**M1 wires**

Bar = 10 um. Supply wires on this layer in gray.
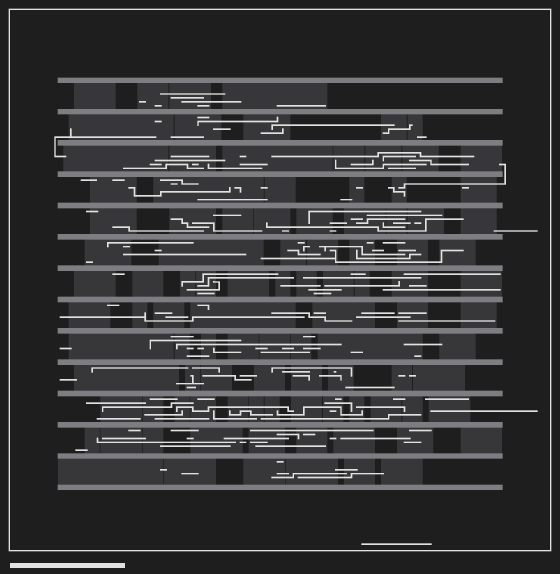
**Wiring by layer**

Only two layers are drawn.
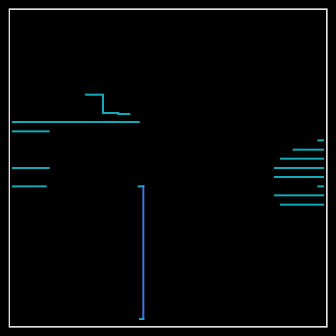
**The metal 2 layer**

Bar = 10 um.
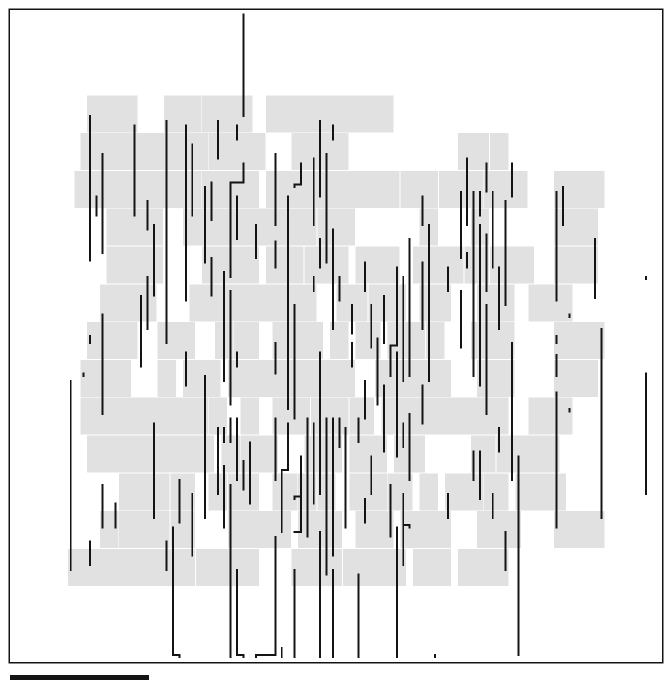
**Cell sizes after repair**

Bar = 10 um.
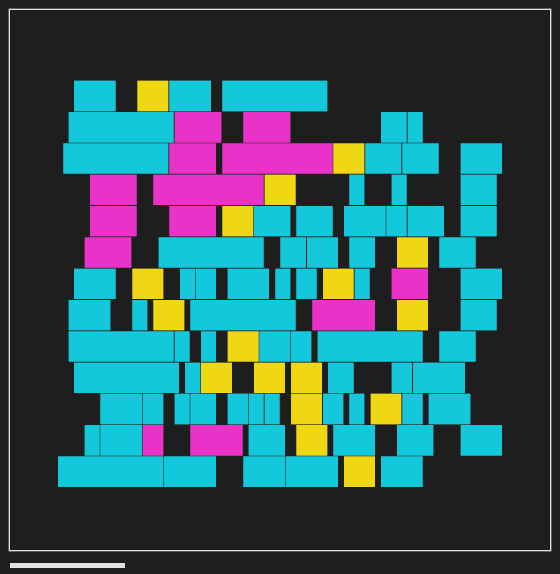
**Track usage over the die**

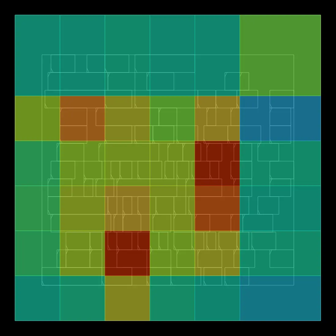
File: src/rtl/flags_unit_pkg.sv
`default_nettype none
// ============================================================================
//  Module      : cpu_flags_pkg
//  Description : Shared types for the NZCV flags unit: the packed flag
//                record, the branch-kind selector and the condition-code
//                encoding used by B.cond.
//  Macros      : none
//  Revision    : 1.0  initial release
// ============================================================================
package cpu_flags_pkg;

    localparam int FLAGS_W = 4;

    // Bit order matches the architectural NZCV nibble {N,Z,C,V}.
    typedef struct packed {
        logic n;
        logic z;
        logic c;
        logic v;
    } flags_t;

    typedef enum logic [1:0] {
        COND_OP_NONE  = 2'd0,
        COND_OP_BCOND = 2'd1,
        COND_OP_CBZ   = 2'd2,
        COND_OP_CBNZ  = 2'd3
    } cond_op_e;

    typedef enum logic [3:0] {
        COND_EQ = 4'd0,
        COND_NE = 4'd1,
        COND_HS = 4'd2,
        COND_LO = 4'd3,
        COND_MI = 4'd4,
        COND_PL = 4'd5,
        COND_VS = 4'd6,
        COND_VC = 4'd7,
        COND_HI = 4'd8,
        COND_LS = 4'd9,
        COND_GE = 4'd10,
        COND_LT = 4'd11,
        COND_GT = 4'd12,
        COND_LE = 4'd13,
        COND_AL = 4'd14,
        COND_NV = 4'd15
    } cond_e;

endpackage
`default_nettype wire

File: src/rtl/flags_unit_if.sv
`default_nettype none
// ============================================================================
//  Module      : flags_unit_if
//  Description : EX-stage status/branch inputs and flag/branch outputs of the
//                flags unit, bundled as one interface.
//                master : pipeline side (drives EX info, stall, flush)
//                slave  : flags unit (drives flags, br_valid, br_taken,
//                         flags_hazard)
//  Macros      : none
//  Revision    : 1.0  initial release
// ============================================================================
interface flags_unit_if;
    import cpu_flags_pkg::*;

    logic               ex_valid;
    logic               ex_set_flags;
    logic               ex_zero;
    logic               ex_negative;
    logic               ex_carry;
    logic               ex_overflow;
    logic [1:0]         ex_cond_op;
    logic [3:0]         ex_cond;
    logic               ex_reg_zero;
    logic               stall;
    logic               flush;
    logic [FLAGS_W-1:0] flags;
    logic               br_valid;
    logic               br_taken;
    logic               flags_hazard;

    modport master (
        output ex_valid, ex_set_flags, ex_zero, ex_negative, ex_carry,
               ex_overflow, ex_cond_op, ex_cond, ex_reg_zero, stall, flush,
        input  flags, br_valid, br_taken, flags_hazard
    );

    modport slave (
        input  ex_valid, ex_set_flags, ex_zero, ex_negative, ex_carry,
               ex_overflow, ex_cond_op, ex_cond, ex_reg_zero, stall, flush,
        output flags, br_valid, br_taken, flags_hazard
    );

endinterface
`default_nettype wire

File: src/rtl/flags_unit_cond_eval.sv
`default_nettype none
// ============================================================================
//  Module      : cond_eval
//  Description : Combinational B.cond evaluator. Also instantiated by the
//                debug/trace unit, so it carries no pipeline state.
//  Ports       : flags (in)  NZCV record to test
//                cond  (in)  condition code
//                taken (out) 1 when the condition holds
//  Macros      : none
//  Revision    : 1.0  initial release
// ============================================================================
module cond_eval
    import cpu_flags_pkg::*;
(
    input  wire flags_t flags,
    input  wire cond_e  cond,
    output logic        taken
);

    logic gt;
    assign gt = ~flags.z & (flags.n == flags.v);

    always_comb begin
        taken = 1'b1;
        case (cond)
            COND_EQ: taken =  flags.z;
            COND_NE: taken = ~flags.z;
            COND_HS: taken =  flags.c;
            COND_LO: taken = ~flags.c;
            COND_MI: taken =  flags.n;
            COND_PL: taken = ~flags.n;
            COND_VS: taken =  flags.v;
            COND_VC: taken = ~flags.v;
            COND_HI: taken =  (flags.c & ~flags.z);
            COND_LS: taken = ~(flags.c & ~flags.z);
            COND_GE: taken =  (flags.n == flags.v);
            COND_LT: taken =  (flags.n != flags.v);
            COND_GT: taken =  gt;
            COND_LE: taken = ~gt;
            // NV behaves as AL in this architecture.
            COND_AL: taken = 1'b1;
            COND_NV: taken = 1'b1;
            default: taken = 1'b1;
        endcase
    end

endmodule
`default_nettype wire

File: src/rtl/flags_unit.sv
`default_nettype none
// ============================================================================
//  Module      : flags_unit
//  Description : Holds architectural NZCV flags with one pending (MEM) stage
//                before commit, and evaluates B.cond / CBZ / CBNZ decisions
//                for the fetch redirect logic.
//  Ports       : clk      (in)  system clock
//                reset_n  (in)  asynchronous active-low reset
//                bus      (slave modport of flags_unit_if)
//                  in : ex_valid, ex_set_flags, ex_zero, ex_negative,
//                       ex_carry, ex_overflow, ex_cond_op[1:0], ex_cond[3:0],
//                       ex_reg_zero, stall, flush
//                  out: flags[3:0] {N,Z,C,V}, br_valid, br_taken (registered),
//                       flags_hazard (combinational)
//  Parameters  : RESET_FLAGS - NZCV loaded into committed/pending on reset
//  Macros      : FLAGS_FWD_EN - forward the pending write into branch
//                evaluation; flags_hazard is then tied low. Undefined: branch
//                sees committed flags only and flags_hazard is raised.
//  Revision    : 1.0  initial release
// ============================================================================
module flags_unit
    import cpu_flags_pkg::*;
#(
    parameter logic [FLAGS_W-1:0] RESET_FLAGS = 4'b0000
) (
    input wire          clk,
    input wire          reset_n,
    flags_unit_if.slave bus
);

    flags_t flags_q;
    flags_t pending_flags_q;
    logic   pending_valid_q;
    logic   br_valid_q;
    logic   br_taken_q;

    flags_t eff_flags;
    flags_t ex_flags;
    logic   accept;
    logic   is_branch;
    logic   bcond_taken;
    logic   decision;
    logic   hazard;
    logic   commit;

    assign accept    = bus.ex_valid & ~bus.stall & ~bus.flush;
    assign is_branch = bus.ex_valid & (bus.ex_cond_op != COND_OP_NONE);
    assign ex_flags  = flags_t'({bus.ex_negative, bus.ex_zero,
                                 bus.ex_carry, bus.ex_overflow});

`ifdef FLAGS_FWD_EN
    assign eff_flags = pending_valid_q ? pending_flags_q : flags_q;
    assign hazard    = 1'b0;
    assign commit    = pending_valid_q & ~bus.stall & ~bus.flush;
`else
    assign eff_flags = flags_q;
    assign hazard    = bus.ex_valid & (bus.ex_cond_op == COND_OP_BCOND)
                     & pending_valid_q;
    // The hazard stall must still let the pending write drain, otherwise the
    // hazard would never clear and the pipeline would deadlock.
    assign commit    = pending_valid_q & ~bus.flush & (~bus.stall | hazard);
`endif

    cond_eval u_cond_eval (
        .flags (eff_flags),
        .cond  (cond_e'(bus.ex_cond)),
        .taken (bcond_taken)
    );

    always_comb begin
        decision = 1'b0;
        case (bus.ex_cond_op)
            COND_OP_BCOND: decision = bcond_taken;
            COND_OP_CBZ:   decision =  bus.ex_reg_zero;
            COND_OP_CBNZ:  decision = ~bus.ex_reg_zero;
            default:       decision = 1'b0;
        endcase
    end

    // Pending (MEM) stage and committed flags.
    always_ff @(posedge clk or negedge reset_n) begin
        if (!reset_n) begin
            flags_q         <= flags_t'(RESET_FLAGS);
            pending_flags_q <= flags_t'(RESET_FLAGS);
            pending_valid_q <= 1'b0;
        end else begin
            if (commit) begin
                flags_q <= pending_flags_q;
            end
            if (bus.flush) begin
                pending_valid_q <= 1'b0;
            end else if (!bus.stall) begin
                pending_valid_q <= accept & bus.ex_set_flags;
                if (accept && bus.ex_set_flags) begin
                    pending_flags_q <= ex_flags;
                end
            end else if (commit) begin
                // Hazard-stall commit: the write is now architectural.
                pending_valid_q <= 1'b0;
            end
        end
    end

    // Registered branch decision.
    always_ff @(posedge clk or negedge reset_n) begin
        if (!reset_n) begin
            br_valid_q <= 1'b0;
            br_taken_q <= 1'b0;
        end else if (bus.flush) begin
            br_valid_q <= 1'b0;
            br_taken_q <= 1'b0;
        end else if (!bus.stall) begin
            br_valid_q <= is_branch;
            br_taken_q <= is_branch & decision;
        end
    end

    assign bus.flags        = flags_q;
    assign bus.br_valid     = br_valid_q;
    assign bus.br_taken     = br_taken_q;
    assign bus.flags_hazard = hazard;

endmodule
`default_nettype wire

File: src/flat_wrapper.sv
// flat-port wrapper written by rule: the top's interface ports become plain ports
module flags_unit_flat import cpu_flags_pkg::*;
#(
    parameter logic [FLAGS_W-1:0] RESET_FLAGS = 4'b0000
)
  (clk, reset_n, bus_ex_valid, bus_ex_set_flags, bus_ex_zero, bus_ex_negative, bus_ex_carry, bus_ex_overflow, bus_ex_cond_op, bus_ex_cond, bus_ex_reg_zero, bus_stall, bus_flush, bus_flags, bus_br_valid, bus_br_taken, bus_flags_hazard);
  flags_unit_if bus_i ();
  input wire clk;
  input wire reset_n;
  input wire logic [$bits(bus_i.ex_valid)-1:0] bus_ex_valid;
  input wire logic [$bits(bus_i.ex_set_flags)-1:0] bus_ex_set_flags;
  input wire logic [$bits(bus_i.ex_zero)-1:0] bus_ex_zero;
  input wire logic [$bits(bus_i.ex_negative)-1:0] bus_ex_negative;
  input wire logic [$bits(bus_i.ex_carry)-1:0] bus_ex_carry;
  input wire logic [$bits(bus_i.ex_overflow)-1:0] bus_ex_overflow;
  input wire logic [$bits(bus_i.ex_cond_op)-1:0] bus_ex_cond_op;
  input wire logic [$bits(bus_i.ex_cond)-1:0] bus_ex_cond;
  input wire logic [$bits(bus_i.ex_reg_zero)-1:0] bus_ex_reg_zero;
  input wire logic [$bits(bus_i.stall)-1:0] bus_stall;
  input wire logic [$bits(bus_i.flush)-1:0] bus_flush;
  output wire logic [$bits(bus_i.flags)-1:0] bus_flags;
  output wire logic [$bits(bus_i.br_valid)-1:0] bus_br_valid;
  output wire logic [$bits(bus_i.br_taken)-1:0] bus_br_taken;
  output wire logic [$bits(bus_i.flags_hazard)-1:0] bus_flags_hazard;
  assign bus_i.ex_valid = bus_ex_valid;
  assign bus_i.ex_set_flags = bus_ex_set_flags;
  assign bus_i.ex_zero = bus_ex_zero;
  assign bus_i.ex_negative = bus_ex_negative;
  assign bus_i.ex_carry = bus_ex_carry;
  assign bus_i.ex_overflow = bus_ex_overflow;
  assign bus_i.ex_cond_op = bus_ex_cond_op;
  assign bus_i.ex_cond = bus_ex_cond;
  assign bus_i.ex_reg_zero = bus_ex_reg_zero;
  assign bus_i.stall = bus_stall;
  assign bus_i.flush = bus_flush;
  assign bus_flags = bus_i.flags;
  assign bus_br_valid = bus_i.br_valid;
  assign bus_br_taken = bus_i.br_taken;
  assign bus_flags_hazard = bus_i.flags_hazard;
  flags_unit #(.RESET_FLAGS(RESET_FLAGS)) u_core (.clk(clk), .reset_n(reset_n), .bus(bus_i));
endmodule
File: config.mk
export PLATFORM = sky130hd
export DESIGN_NAME = flags_unit_flat
export DESIGN_NICKNAME = d
export VERILOG_FILES = /design/src/rtl/flags_unit_pkg.sv /design/src/rtl/flags_unit_if.sv /design/src/rtl/flags_unit_cond_eval.sv /design/src/rtl/flags_unit.sv /design/src/flat_wrapper.sv
export SDC_FILE = /design/constraint.sdc
export NUM_CORES = 1
export LEC_CHECK = 0
export ABC_CLOCK_PERIOD_IN_PS = 1500
export CORE_MARGIN = 4
export CORE_UTILIZATION = 41
export CTS_CLUSTER_SIZE = 14
export DETAILED_ROUTE_END_ITERATION = 10
export GPL_ROUTABILITY_DRIVEN = 0
export PLACE_DENSITY = 0.76
export SETUP_SLACK_MARGIN = 0.1
export SKIP_LAST_GASP = 1
export SLEW_MARGIN = 25
export SYNTH_ARGS = -nofsm -noshare
export SYNTH_HDL_FRONTEND = slang
export SYNTH_SLANG_ARGS = --single-unit
File: constraint.sdc
create_clock -name clk -period 1.5 [get_ports clk]
set_input_delay 0.15 -clock clk [delete_from_list [all_inputs] [get_ports clk]]
set_output_delay 0.15 -clock clk [all_outputs]
set_load 0.02 [all_outputs]
==> impl_metrics.yaml <==
# physical design summary
layout:
  seq_area_um2: 278
  final-comb-area_um2: 317
  sh_seq_area_pct: 28.2
  inverters: 4
  flops: 11
  clock_buffers: 4
  finalInstanceArea_um2: 985
  comb_area_share_pct: 32.1
  nMultiInputCombCells: 44
  buffers: 37
  clkCellAreaFrac_pct: 2.67
  final_nets: 118
  layout-drive-gt1-share_pct: 30.0
  antenna_cells: 0
  area_dominant_class: "non-clock buffers"
  buf_share_pct: 33.5
  fin_cells: 115
  n_fill_cell: 122
job:
  warnings: 28
  cap_violations: 0
die:
  rows: 13
  tap_cells: 15
  ios: 24
  floorplan.core_util_pct: 45.4
  die_area_um2: 2200
  core-area_um2: 1370
  die_h_um: 46.9
  die_x_um: 46.9
drt:
  ant_nets: 0
  drc: 0
  drtIter0Drc: 7
  drt_first_pass_iters: 4
  m1WireLength_um: 696
  vias_per_cell: 5.17
  met2_length_um: 688
  wl_met3_um: 83
  top_layer: "met4"
critical_path:
  cp-startpoint: "u_core.bus.flags[3]$_DFFE_PN0P_"
  endpoint: "u_core.bus.br_taken$_DFFE_PN0P_"
  required_ps: 1650
  path_class: "reg2reg"
  start_kind: "register"
  rr_worst_depth: 5
  r2r_setup_slack_ps: 120
  critPathArrivalTime_ps: 1530
  r2r_start: "u_core.bus.flags[3]$_DFFE_PN0P_"
  endpoint_kind: "register"
  worst-path-max-fanout: 4
  r2r_end: "u_core.bus.br_taken$_DFFE_PN0P_"
final_timing:
  finalMaxSlewViolations: 0
  worst_pin_slew_ps: 477
  fmax_ghz: 0.725
  holdWs_ps: 210
  rsz0062_at_grt: "true"
  setup_viol: 0
  worst_clock_skew_ps: 0.387
  final.setup.tns_ps: 0
  fin_crit_sh_pct: 92.0
  slew-limit-headroom_pct: 68.1
  hold_viol: 0
  min_period_ps: 1380
min_path:
  hold_path_class: "in2async"
synth:
  top_area_cell: "dfrtp_1"
  ys.flops: 11
  top_area_share_pct: 44.4
  ys_area_um2: 621
  seq_area_frac_synth_pct: 44.4
  simple_gate_area_share_pct: 13.3
  yosys_cells: 60
  topCombFamilyByArea: "AND-OR/OR-AND gates"
  fp_nets: 77
  synth.area.top_cells: "dfrtp_1 (44%), mux2_2 (13%), xnor2_1 (4.2%)"
  yosysWarnings: 0
  synthCells: 60
  compound_area_share_pct: 17.7
  syn_area_per_cell_um2: 10.3
  synth-xor-area-share_pct: 5.65
  mux_area_share_pct: 14.3
  post_synth_num_cell_types: 23
  netlist_area_um2: 621
  synth_adder_area_share_pct: 0
clock_tree:
  cts_max_level: 1
  postCtsSetupBuffers: 1
  clockBufferDepth: 2
  clock-sinks: 11
  hold_buffers: 0
  cts-root-buf: "clkbuf_4"
  clkLatencyLatePin_ps: 260
  cts_tree: "yes"
  clk_pin_slew_ps: 60
  cts_buffers: 3
  cts_resized: 8
placement:
  dp_hpwl_mm: 1.19
  place_area_um2: 941
  placed_cells: 108
  port-buffer-count: 23
  preCtsSetupSlack_ps: -214
pwr:
  p_seq_share_pct: 43.8
  seq_cell_power_w: 0.000416
  power_w: 0.000950
  maxPowerGroup: "registers"
  p_leak_nw: 0.476
  p_comb_share_pct: 35.7
  p_int_w: 0.000648
  vdd_drop_max_v: 0.000570
  powerComb_w: 0.000339
  sw_frac_of_total_pct: 31.8
  clockPowerShare_pct: 20.5
  power.switching_w: 0.000302
  power.density_nw_per_um2: 965
  power_clock_w: 0.000195
global_routing:
  grt_max_degree: 12
  first_global_vias: 614
  grt_overflow: 0
  antenna_found_initial: 0
  grt_pass1_wl_mm: 2.48
run_status:
  status: "completed"
Notes on 'M1 wires' above:
The layer carries 697 um of wire. The wires run mostly horizontal. The layer holds 47% of the routed length.
GR Util met1: 20.7%
Post-Route WL: 1.49 mm
vias: 595

Notes on 'wiring by layer' above:
Key: met3 = cyan [wire length 83.8 um]; met4 = blue [wire length 19.7 um]
WL/cell: 12.9 um
GRT Total Usage: 15.7%

Notes on 'the metal 2 layer' above:
107 nets have wire on it. The wires run mostly vertical. The layer holds 46% of the routed length.
met2 usage: 24.9%

Notes on 'cell sizes after repair' above:
Key: drive 3 to 4 = yellow [cells 17]; drive 2 = magenta [cells 13]; drive 1 or less = cyan [cells 70]
Worst Slack Setup Final: 120 ps
area added between synthesis and finish: 58.7%

Notes on 'track usage over the die' above:
Util after Layout: 72.1%
met3 Usage GRT: 3.83%
grt peak-use layer: met2

[cells in the mapped netlist, drive strengths merged]
cell type  count
nand3b         1
or4            1
nor3           3
nand2          4
dfrtp         11
a221oi         1
xnor2          3
o311ai         1
o21ai          4
a32oi          1
xor2           1
mux2i          1
o311a          1
and2           1
clkbuf         1
inv            4
o22ai          1
a211oi         1
mux2           7
nor3b          1
nor2           6
a21oi          2
a31oi          3
[cells in the final DEF, fill, tap and decap left out]
| master | netlist | routed |
|---|---|---|
| dfrtp_1 | 11 | 9 |
| nor3b_1 | 1 | 1 |
| nand2_1 | 4 | 4 |
| a211oi_2 | 1 | 1 |
| o21ai_0 | 4 | 3 |
| or4_2 | 1 | 1 |
| mux2_2 | 7 | 7 |
| and2_0 | 1 | 1 |
| mux2i_1 | 1 | 1 |
| dfrtp_2 | 0 | 2 |
| xnor2_1 | 3 | 3 |
| nor2_1 | 6 | 6 |
| nor3_1 | 3 | 3 |
| a221oi_2 | 1 | 1 |
| a31oi_1 | 3 | 3 |
| clkbuf_4 | 0 | 3 |
| o21ai_1 | 0 | 1 |
| a32oi_1 | 1 | 1 |
| clkbuf_2 | 0 | 1 |
| dlymetal6s2s_1 | 0 | 3 |
| o311ai_1 | 1 | 1 |
| inv_1 | 4 | 4 |
| buf_4 | 0 | 14 |
| clkdlybuf4s50_1 | 0 | 13 |
| o22ai_1 | 1 | 1 |
| xor2_1 | 1 | 1 |
| dlygate4sd2_1 | 0 | 6 |
| o311a_1 | 1 | 1 |
| nand3b_1 | 1 | 1 |
| a21oi_1 | 2 | 2 |
| clkbuf_1 | 0 | 1 |
[critical path: stages (launching register included)]
cell,delay [ps]
dfrtp_2,430
xor2_1,170
a32oi_1,160
o311ai_1,150
a221oi_2,260
o22ai_1,90
Power is estimated from default activity; no workload was simulated.
